Fig. 1: metal layers overlaid
Only two layers are drawn.
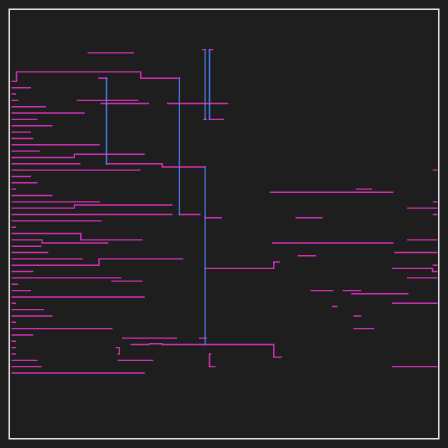
Fig. 2: sizing map
Scale bar: 20 um.
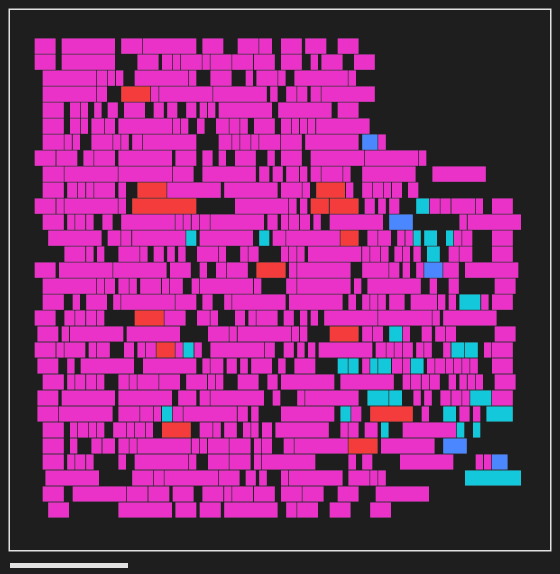
<file path="src/rtl/sysid_check_pkg.sv">
// Shared types and constants for the sysid check master: FSM states, word
// offsets inside the sysid slave and the default build-time expected values.
package sysid_check_pkg;

    typedef enum logic [2:0] {
        IDLE,
        ID_REQ,
        ID_WAIT,
        TS_REQ,
        TS_WAIT,
        DONE
    } state_t;

    localparam int unsigned ID_OFS = 0;
    localparam int unsigned TS_OFS = 1;

    localparam logic [31:0] DEFAULT_EXPECTED_ID = 32'd0;
    localparam logic [31:0] DEFAULT_EXPECTED_TS = 32'd1740595332;

    // A limit of 0 still needs a 1-bit counter so the port widths stay legal.
    function automatic int unsigned ctr_width(input int unsigned limit);
        return (limit == 0) ? 1 : $clog2(limit + 1);
    endfunction

endpackage

</file>
<file path="src/rtl/sysid_check_master_if.sv">
// Avalon-MM pipelined read bus between the sysid check master and the fabric.
interface sysid_check_master_if #(
    parameter int unsigned ADDR_W = 1
);

    logic [ADDR_W-1:0] av_address;
    logic              av_read;
    logic              av_waitrequest;
    logic [31:0]       av_readdata;
    logic              av_readdatavalid;

    modport master (
        output av_address,
        output av_read,
        input  av_waitrequest,
        input  av_readdata,
        input  av_readdatavalid
    );

    modport slave (
        input  av_address,
        input  av_read,
        output av_waitrequest,
        output av_readdata,
        output av_readdatavalid
    );

endinterface

</file>
<file path="src/rtl/sysid_timeout_ctr.sv">
// Clearable saturating per-read cycle counter; expired flags the cycle that
// is the LIMIT-th enabled cycle since the last clear. LIMIT of 0 never expires.
module sysid_timeout_ctr
    import sysid_check_pkg::*;
#(
    parameter int unsigned LIMIT = 1024
) (
    input  logic clock,
    input  logic reset_n,
    input  logic clear,
    input  logic enable,
    output logic expired
);

    localparam int unsigned W = ctr_width(LIMIT);

    logic [W-1:0] count;

    always_ff @(posedge clock or negedge reset_n) begin
        if (!reset_n) begin
            count <= '0;
        end else if (clear) begin
            count <= '0;
        end else if (enable && (32'(count) < LIMIT)) begin
            count <= count + 1'b1;
        end
    end

    // Flag one edge early so the FSM leaves exactly LIMIT cycles after entry.
    assign expired = (LIMIT != 0) && enable && ((32'(count) + 32'd1) >= LIMIT);

endmodule

</file>
<file path="src/rtl/sysid_check_master.sv">
// Avalon-MM read master that fetches the sysid ID and timestamp words, compares
// them with build-time constants and reports pass/fail to the boot logic.
module sysid_check_master
    import sysid_check_pkg::*;
#(
    parameter int unsigned ADDR_W         = 1,
    parameter int unsigned BASE_ADDR      = 0,
    parameter logic [31:0] EXPECTED_ID    = DEFAULT_EXPECTED_ID,
    parameter logic [31:0] EXPECTED_TS    = DEFAULT_EXPECTED_TS,
    parameter int unsigned TIMEOUT_CYCLES = 1024,
    parameter int unsigned AUTO_START     = 1
) (
    input  logic                 clock,
    input  logic                 reset_n,
    input  logic                 start,
    sysid_check_master_if.master av,
    output logic                 busy,
    output logic                 done,
    output logic                 pass,
    output logic                 timeout_err,
    output logic [31:0]          id_value,
    output logic [31:0]          ts_value
);

    localparam logic [ADDR_W-1:0] ID_ADDR = ADDR_W'(BASE_ADDR + ID_OFS);
    localparam logic [ADDR_W-1:0] TS_ADDR = ADDR_W'(BASE_ADDR + TS_OFS);

    state_t state, state_nxt;
    logic   auto_pending;
    logic   ctr_clear;
    logic   ctr_enable;
    logic   expired;
    logic   in_req;
    logic   finishing;
    logic   ts_capture;

    assign in_req     = (state == ID_REQ) || (state == TS_REQ);
    assign ctr_enable = in_req || (state == ID_WAIT) || (state == TS_WAIT);
    assign ts_capture = (state == TS_WAIT) && av.av_readdatavalid;
    assign finishing  = ctr_enable && (state_nxt == DONE);

    assign av.av_read    = in_req;
    assign av.av_address = (state == ID_REQ) ? ID_ADDR :
                           (state == TS_REQ) ? TS_ADDR : '0;

    sysid_timeout_ctr #(
        .LIMIT(TIMEOUT_CYCLES)
    ) u_timeout (
        .clock  (clock),
        .reset_n(reset_n),
        .clear  (ctr_clear),
        .enable (ctr_enable),
        .expired(expired)
    );

    always_ff @(posedge clock or negedge reset_n) begin
        if (!reset_n) begin
            state <= IDLE;
        end else begin
            state <= state_nxt;
        end
    end

    // Arriving data wins over a timeout expiring in the same cycle.
    always_comb begin
        state_nxt = state;
        ctr_clear = 1'b0;
        unique case (state)
            IDLE: begin
                if (start || auto_pending) begin
                    state_nxt = ID_REQ;
                    ctr_clear = 1'b1;
                end
            end
            ID_REQ: begin
                if (expired)                  state_nxt = DONE;
                else if (!av.av_waitrequest)  state_nxt = ID_WAIT;
            end
            ID_WAIT: begin
                if (av.av_readdatavalid) begin
                    state_nxt = TS_REQ;
                    ctr_clear = 1'b1;
                end else if (expired) begin
                    state_nxt = DONE;
                end
            end
            TS_REQ: begin
                if (expired)                  state_nxt = DONE;
                else if (!av.av_waitrequest)  state_nxt = TS_WAIT;
            end
            TS_WAIT: begin
                if (av.av_readdatavalid || expired) state_nxt = DONE;
            end
            DONE:    state_nxt = IDLE;
            default: state_nxt = IDLE;
        endcase
    end

    // Status is registered on the edge into DONE so the final timestamp can be
    // judged straight off the bus in the cycle it is captured.
    always_ff @(posedge clock or negedge reset_n) begin
        if (!reset_n) begin
            auto_pending <= (AUTO_START != 0);
            busy         <= 1'b0;
            done         <= 1'b0;
            pass         <= 1'b0;
            timeout_err  <= 1'b0;
            id_value     <= '0;
            ts_value     <= '0;
        end else begin
            if ((state == IDLE) && (state_nxt == ID_REQ)) begin
                auto_pending <= 1'b0;
                busy         <= 1'b1;
                done         <= 1'b0;
                pass         <= 1'b0;
                timeout_err  <= 1'b0;
            end
            if ((state == ID_WAIT) && av.av_readdatavalid) begin
                id_value <= av.av_readdata;
            end
            if (ts_capture) begin
                ts_value <= av.av_readdata;
            end
            if (finishing) begin
                busy        <= 1'b0;
                done        <= 1'b1;
                timeout_err <= !ts_capture;
                pass        <= ts_capture && (id_value == EXPECTED_ID) &&
                               (av.av_readdata == EXPECTED_TS);
            end
        end
    end

endmodule

</file>
<file path="src/flat_wrapper.sv">
// flat-port wrapper written by rule: the top's interface ports become plain ports
module sysid_check_master_flat import sysid_check_pkg::*;
#(
    parameter int unsigned ADDR_W         = 1,
    parameter int unsigned BASE_ADDR      = 0,
    parameter logic [31:0] EXPECTED_ID    = DEFAULT_EXPECTED_ID,
    parameter logic [31:0] EXPECTED_TS    = DEFAULT_EXPECTED_TS,
    parameter int unsigned TIMEOUT_CYCLES = 1024,
    parameter int unsigned AUTO_START     = 1
)
  (clock, reset_n, start, busy, done, pass, timeout_err, id_value, ts_value, av_av_address, av_av_read, av_av_waitrequest, av_av_readdata, av_av_readdatavalid);
  sysid_check_master_if #(.ADDR_W(ADDR_W)) av_i ();
  input  logic clock;
  input  logic reset_n;
  input  logic start;
  output logic busy;
  output logic done;
  output logic pass;
  output logic timeout_err;
  output logic [31:0] id_value;
  output logic [31:0] ts_value;
  output wire logic [$bits(av_i.av_address)-1:0] av_av_address;
  output wire logic [$bits(av_i.av_read)-1:0] av_av_read;
  input wire logic [$bits(av_i.av_waitrequest)-1:0] av_av_waitrequest;
  input wire logic [$bits(av_i.av_readdata)-1:0] av_av_readdata;
  input wire logic [$bits(av_i.av_readdatavalid)-1:0] av_av_readdatavalid;
  assign av_av_address = av_i.av_address;
  assign av_av_read = av_i.av_read;
  assign av_i.av_waitrequest = av_av_waitrequest;
  assign av_i.av_readdata = av_av_readdata;
  assign av_i.av_readdatavalid = av_av_readdatavalid;
  sysid_check_master #(.ADDR_W(ADDR_W), .BASE_ADDR(BASE_ADDR), .EXPECTED_ID(EXPECTED_ID), .EXPECTED_TS(EXPECTED_TS), .TIMEOUT_CYCLES(TIMEOUT_CYCLES), .AUTO_START(AUTO_START)) u_core (.clock(clock), .reset_n(reset_n), .start(start), .av(av_i), .busy(busy), .done(done), .pass(pass), .timeout_err(timeout_err), .id_value(id_value), .ts_value(ts_value));
endmodule
</file>
<file path="config.mk">
export PLATFORM = sky130hd
export DESIGN_NAME = sysid_check_master_flat
export DESIGN_NICKNAME = d
export VERILOG_FILES = /design/src/rtl/sysid_check_pkg.sv /design/src/rtl/sysid_check_master_if.sv /design/src/rtl/sysid_timeout_ctr.sv /design/src/rtl/sysid_check_master.sv /design/src/flat_wrapper.sv
export SDC_FILE = /design/constraint.sdc
export NUM_CORES = 1
export LEC_CHECK = 0
export ABC_AREA = 1
export CORE_MARGIN = 4
export CORE_UTILIZATION = 51
export CTS_CLUSTER_DIAMETER = 50
export DETAILED_ROUTE_END_ITERATION = 6
export GPL_TIMING_DRIVEN = 0
export PLACE_DENSITY = 0.86
export SLEW_MARGIN = 20
export SYNTH_ARGS = -nofsm -noshare
export SYNTH_HDL_FRONTEND = slang
export SYNTH_SLANG_ARGS = --single-unit
</file>
<file path="constraint.sdc">
create_clock -name clock -period 3.5 [get_ports clock]
set_input_delay 0.7 -clock clock [delete_from_list [all_inputs] [get_ports clock]]
set_output_delay 0.7 -clock clock [all_outputs]
set_load 0.02 [all_outputs]
</file>
==> flow_summary.toml <==
# physical design summary
[power]
p_clk_share_pct = 15.2
p_comb_share_pct = 48.1
vdd_drop_max_v = 0.0005737
power_density_nw_per_um2 = 921.0
p_seq_mw = 1.68
swShare_pct = 41.84
top_power_group = "combinational logic"

[routing]
dr.max_layer_used = "met4"
drt-initial-drc-count = 216
vias_per_cell = 5.207
wl_met1_um = 3762
drcViolationCount = 0

[synthesis]
ys_seq_share_pct = 58.02
adder_share_pct = 0.6986
aoi_share_pct = 11.63
synth_nets = 447
ff_type = "dfrtp_1"
synthDistinctLibCells = 27
synth-cells-yosys = 408
yosysMostFrequentCell = "nand2_1"
synthArstFlopShare_pct = 100.0
xor_share_pct = 0
edf_count = 0
ys_sh_simple_pct = 22.98

[setup_path]
setup.worst_path.start_class = "flop"
crit_end = "av_av_address"
criticalPathCategory = "flop to output pin"
crit_buf_inv = 1
path_max_fanout = 7
cp_slowest_cell = "clkdlybuf4s50_1"
required_ps = 2800
arrival_ps = 1860
path_delay_family = "buffers and inverters"
critPathLaunch = "u_core.state[2]"

[clock_network]
cts_sinks = 83
clkTransAtPathRegs_ps = 90
numCtsBuffers = 9
ctsResizeCount = 0
post-cts-setup-buffers = 0

[layout]
fillers = 516
syn2layout_area_growth_pct = 38.98
flops = 83
nets = 565
seq_area_um2 = 2078
drive_above_1_share_pct = 8.851
buffers = 121
num_antenna_cells = 0
lay_top_count = "clkdlybuf4s50_1"
inverters = 48
comb-cell-share_pct = 25.41

[final_timing]
fin_crit_ps = 2562
maxSlewHeadroom_pct = 58.56
finalClockSkew_ps = 5.490
setup_viol = 0
hold_viol_final = 0
period_used_pct = 73.19

[global_routing]
use_met1_pct = 28.64
globalRouteMet2Util_pct = 38.47
grt_start_max_net_pins = 49
grt_pass1_wl_um = 15660
busiest_layer = "met2"
grtUsageMet3_pct = 10.25
grt_usage_pct = 23.51
grt.overflow.total = 0
grt_pass1_vias = 3231
antenna_found_initial = 0

[placed_design]
placedCellCount = 611
place_area_um2 = 4781

[die]
initial_core_util_pct = 52.73
coreArea_um2 = 6794
die_w_um = 91.81
tap_cells = 96
die-area_um2 = 8429
io_pins = 107

[flow_run]
warnings = 28

[min_path]
hold_class = "input port to asynchronous set/reset pin"

[outcome]
status = "finished, final reports clean"
About Fig. 1:
legend:
  blue:
    layer: met4
    wire_length: 116 um
  magenta:
    layer: met3
    wire_length: 890 um
vias: 3,265
DRT Wirelength: 9458 um
WL/cell: 15.08 um

About Fig. 2:
legend:
  magenta:
    size: drive 1 or less
    cells: 484
  cyan:
    size: drive 2
    cells: 28
  blue:
    size: drive 3 to 4
    cells: 5
  red:
    size: drive 6 and up
    cells: 14

